**config.mk**
```make
export PLATFORM = sky130hd
export DESIGN_NAME = ex_stage_pipe_reg
export DESIGN_NICKNAME = d
export VERILOG_FILES = /design/src/rtl/pipe_pkg.sv /design/src/rtl/pipe_entry_reg.sv /design/src/rtl/ex_stage_pipe_reg.sv
export SDC_FILE = /design/constraint.sdc
export NUM_CORES = 1
export LEC_CHECK = 0
export CAP_MARGIN = 20
export CORE_MARGIN = 4
export CORE_UTILIZATION = 49
export CTS_BUF_LIST = sky130_fd_sc_hd__clkbuf_16
export DETAILED_ROUTE_END_ITERATION = 7
export PLACE_DENSITY = 0.8
export SLEW_MARGIN = 25
export SYNTH_ARGS = -nofsm -noshare
export SYNTH_HDL_FRONTEND = slang
export SYNTH_SLANG_ARGS = --single-unit
```
**constraint.sdc**
```tcl
create_clock -name i_clk -period 2.4 [get_ports i_clk]
set_input_delay 0.48 -clock i_clk [delete_from_list [all_inputs] [get_ports i_clk]]
set_output_delay 0.48 -clock i_clk [all_outputs]
set_load 0.02 [all_outputs]
```
**src/rtl/pipe_pkg.sv**
```systemverilog
// Shared definitions for the inter-stage pipeline registers: occupancy state
// encoding and default widths for the EX/MEM instance.
package pipe_pkg;

   typedef enum logic [1:0] {
      ST_EMPTY = 2'd0,
      ST_FULL  = 2'd1,
      ST_SKID  = 2'd2
   } pipe_state_t;

   localparam int EXM_DATA_W = 69;
   localparam int EXM_CTRL_W = 4;

   function automatic logic [1:0] state_count(input pipe_state_t st);
      case (st)
         ST_FULL: return 2'd1;
         ST_SKID: return 2'd2;
         default: return 2'd0;
      endcase
   endfunction

endpackage

```
**src/rtl/pipe_entry_reg.sv**
```systemverilog
// One pipeline entry: datapath plus control payload with load enable.
// Clearing zeroes only the control bits so a bubble can never write anything.
module pipe_entry_reg #(
   parameter int DATA_W = 32,
   parameter int CTRL_W = 4
) (
   input  logic              i_clk,
   input  logic              i_reset_n,
   input  logic              load,
   input  logic              clear,
   input  logic [DATA_W-1:0] d_data,
   input  logic [CTRL_W-1:0] d_ctrl,
   output logic [DATA_W-1:0] q_data,
   output logic [CTRL_W-1:0] q_ctrl
);

   // Clear beats load, so a kill in the same cycle as a capture leaves a bubble.
   always_ff @(posedge i_clk or negedge i_reset_n) begin
      if (!i_reset_n) begin
         q_data <= '0;
         q_ctrl <= '0;
      end else if (clear) begin
         q_ctrl <= '0;
      end else if (load) begin
         q_data <= d_data;
         q_ctrl <= d_ctrl;
      end
   end

endmodule

```
**src/rtl/ex_stage_pipe_reg.sv**
```systemverilog
// Inter-stage pipeline register with valid/ready handshake, flush-to-bubble
// and an optional second (skid) entry that lets o_ready be a pure register.
module ex_stage_pipe_reg
   import pipe_pkg::*;
#(
   parameter int DATA_W  = 32,
   parameter int CTRL_W  = 4,
   parameter int SKID_EN = 1
) (
   input  logic              i_clk,
   input  logic              i_reset_n,
   input  logic              i_valid,
   output logic              o_ready,
   input  logic [DATA_W-1:0] i_data,
   input  logic [CTRL_W-1:0] i_ctrl,
   input  logic              i_flush,
   output logic              o_valid,
   input  logic              i_ready,
   output logic [DATA_W-1:0] o_data,
   output logic [CTRL_W-1:0] o_ctrl,
   output logic [1:0]        o_count
);

   pipe_state_t       state_q, state_d;
   logic              in_xfer, out_xfer;
   logic              main_load, main_clear, main_from_skid;
   logic              skid_load, skid_clear;
   logic [DATA_W-1:0] skid_data;
   logic [CTRL_W-1:0] skid_ctrl;

   assign in_xfer  = i_valid & o_ready;
   assign out_xfer = o_valid & i_ready;
   assign o_valid  = (state_q != ST_EMPTY);
   assign o_count  = state_count(state_q);

   always_ff @(posedge i_clk or negedge i_reset_n) begin
      if (!i_reset_n) state_q <= ST_EMPTY;
      else            state_q <= state_d;
   end

   // Occupancy FSM; the skid entry only ever fills while the main entry is stalled.
   always_comb begin
      state_d        = state_q;
      main_load      = 1'b0;
      main_clear     = 1'b0;
      main_from_skid = 1'b0;
      skid_load      = 1'b0;
      skid_clear     = 1'b0;
      if (i_flush) begin
         state_d    = ST_EMPTY;
         main_clear = 1'b1;
         skid_clear = 1'b1;
      end else begin
         case (state_q)
            ST_EMPTY: begin
               if (in_xfer) begin
                  state_d   = ST_FULL;
                  main_load = 1'b1;
               end
            end
            ST_FULL: begin
               if (in_xfer && out_xfer) begin
                  main_load = 1'b1;
               end else if (in_xfer && (SKID_EN != 0)) begin
                  state_d   = ST_SKID;
                  skid_load = 1'b1;
               end else if (out_xfer) begin
                  state_d    = ST_EMPTY;
                  main_clear = 1'b1;
               end
            end
            ST_SKID: begin
               if (out_xfer) begin
                  state_d        = ST_FULL;
                  main_load      = 1'b1;
                  main_from_skid = 1'b1;
                  skid_clear     = 1'b1;
               end
            end
            default: state_d = ST_EMPTY;
         endcase
      end
   end

   pipe_entry_reg #(.DATA_W(DATA_W), .CTRL_W(CTRL_W)) u_main (
      .i_clk     (i_clk),
      .i_reset_n (i_reset_n),
      .load      (main_load),
      .clear     (main_clear),
      .d_data    (main_from_skid ? skid_data : i_data),
      .d_ctrl    (main_from_skid ? skid_ctrl : i_ctrl),
      .q_data    (o_data),
      .q_ctrl    (o_ctrl)
   );

   generate
      if (SKID_EN != 0) begin : g_skid
         logic ready_q;

         pipe_entry_reg #(.DATA_W(DATA_W), .CTRL_W(CTRL_W)) u_skid (
            .i_clk     (i_clk),
            .i_reset_n (i_reset_n),
            .load      (skid_load),
            .clear     (skid_clear),
            .d_data    (i_data),
            .d_ctrl    (i_ctrl),
            .q_data    (skid_data),
            .q_ctrl    (skid_ctrl)
         );

         // Ready is precomputed from the next state, breaking the i_ready->o_ready path.
         always_ff @(posedge i_clk or negedge i_reset_n) begin
            if (!i_reset_n) ready_q <= 1'b1;
            else            ready_q <= (state_d != ST_SKID);
         end

         assign o_ready = ready_q;
      end else begin : g_no_skid
         logic unused_skid;
         assign unused_skid = skid_load ^ skid_clear;
         assign skid_data   = '0;
         assign skid_ctrl   = '0;
         assign o_ready     = !o_valid || i_ready;
      end
   endgenerate

endmodule

```
==> results.cfg <==
; yosys + openroad results
[layout]
instances_no_fill = 419
largest_cell_class = registers
clkbuf_count = 9
area.sequential_um2 = 1880

[status]
status = complete, no violations

[critical_path]
critPathCaptureType = primary output
crit_cells = 3
critPathBufInv = 2
crit_end = o_count[0]
crit_start = state_q[1]$_DFF_PN0_
critPathLaunchType = flip-flop
timing.rr.start = state_q[0]$_DFF_PN0_
path_max_fanout = 8
crit_family = buffers and inverters
critPathArrivalTime_ns = 1.71

[clock_network]
post_cts_buffers = 0
clockBufferDepth = 2
cts_sinks = 75

[drt]
dr.pass1.iters = 4
routed_via_density = 5.30
wl_per_cell_um = 15.7
drt_iter0_markers = 54
wl_met3_um = 419

[power_and_ir_drop]
pg_clk_mw = 1.39
p_comb_mw = 0.858
top_power_group = registers

[global_route]
grt_util_met2 = 0.294
grt_max_degree = 51
grt-ovfl-total = 0
grt_pass1_vias = 2361

[floorplanning]
rows = 29
pin_count = 81

[synth]
synth_cells = 254
synth-simple-area-share = 0.0739
synth_adder_area_share = 0
syn_area_per_cell_um2 = 12.7
yosysSeqAreaShare = 0.584
syn-cell-area_um2 = 3220
synthArstFlopShare = 1.00

[placement]
place_ws_ns = 0.169
Cell placement:
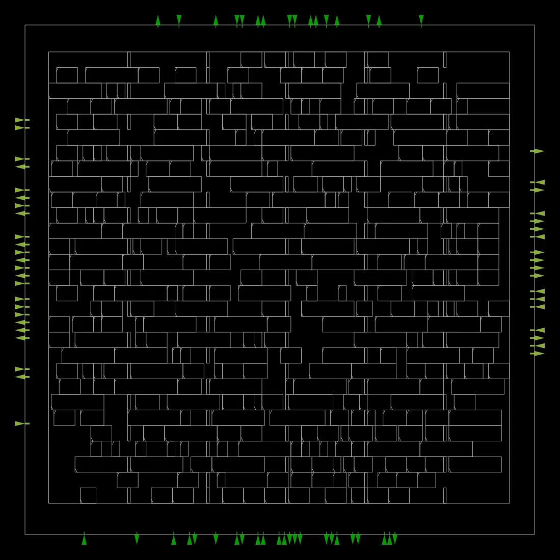
Seq/total area: 0.423
Layout fillers: 458

Routed metal, one colour a layer:
Scale bar: 20 um.
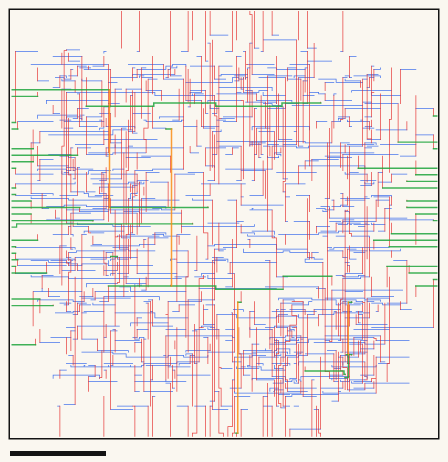
| colour | layer | wire length |
|---|---|---|
| orange | met4 | 95.2 um |
| green | met3 | 420 um |
| blue | met1 | 2920 um |
| red | met2 | 3150 um |

M3 wires:
Scale bar: 20 um.
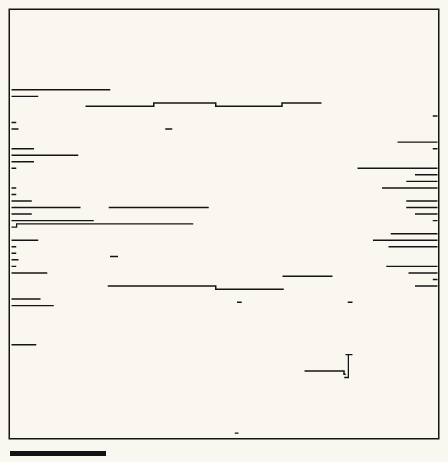
main direction: horizontal
share of all routed wire: 6.4%
longest straight run: 36.6 um
nets with wire on the layer: 47
met3 GRT Util: 0.0774
vias post-DR: 2221
WL final: 6.59 mm

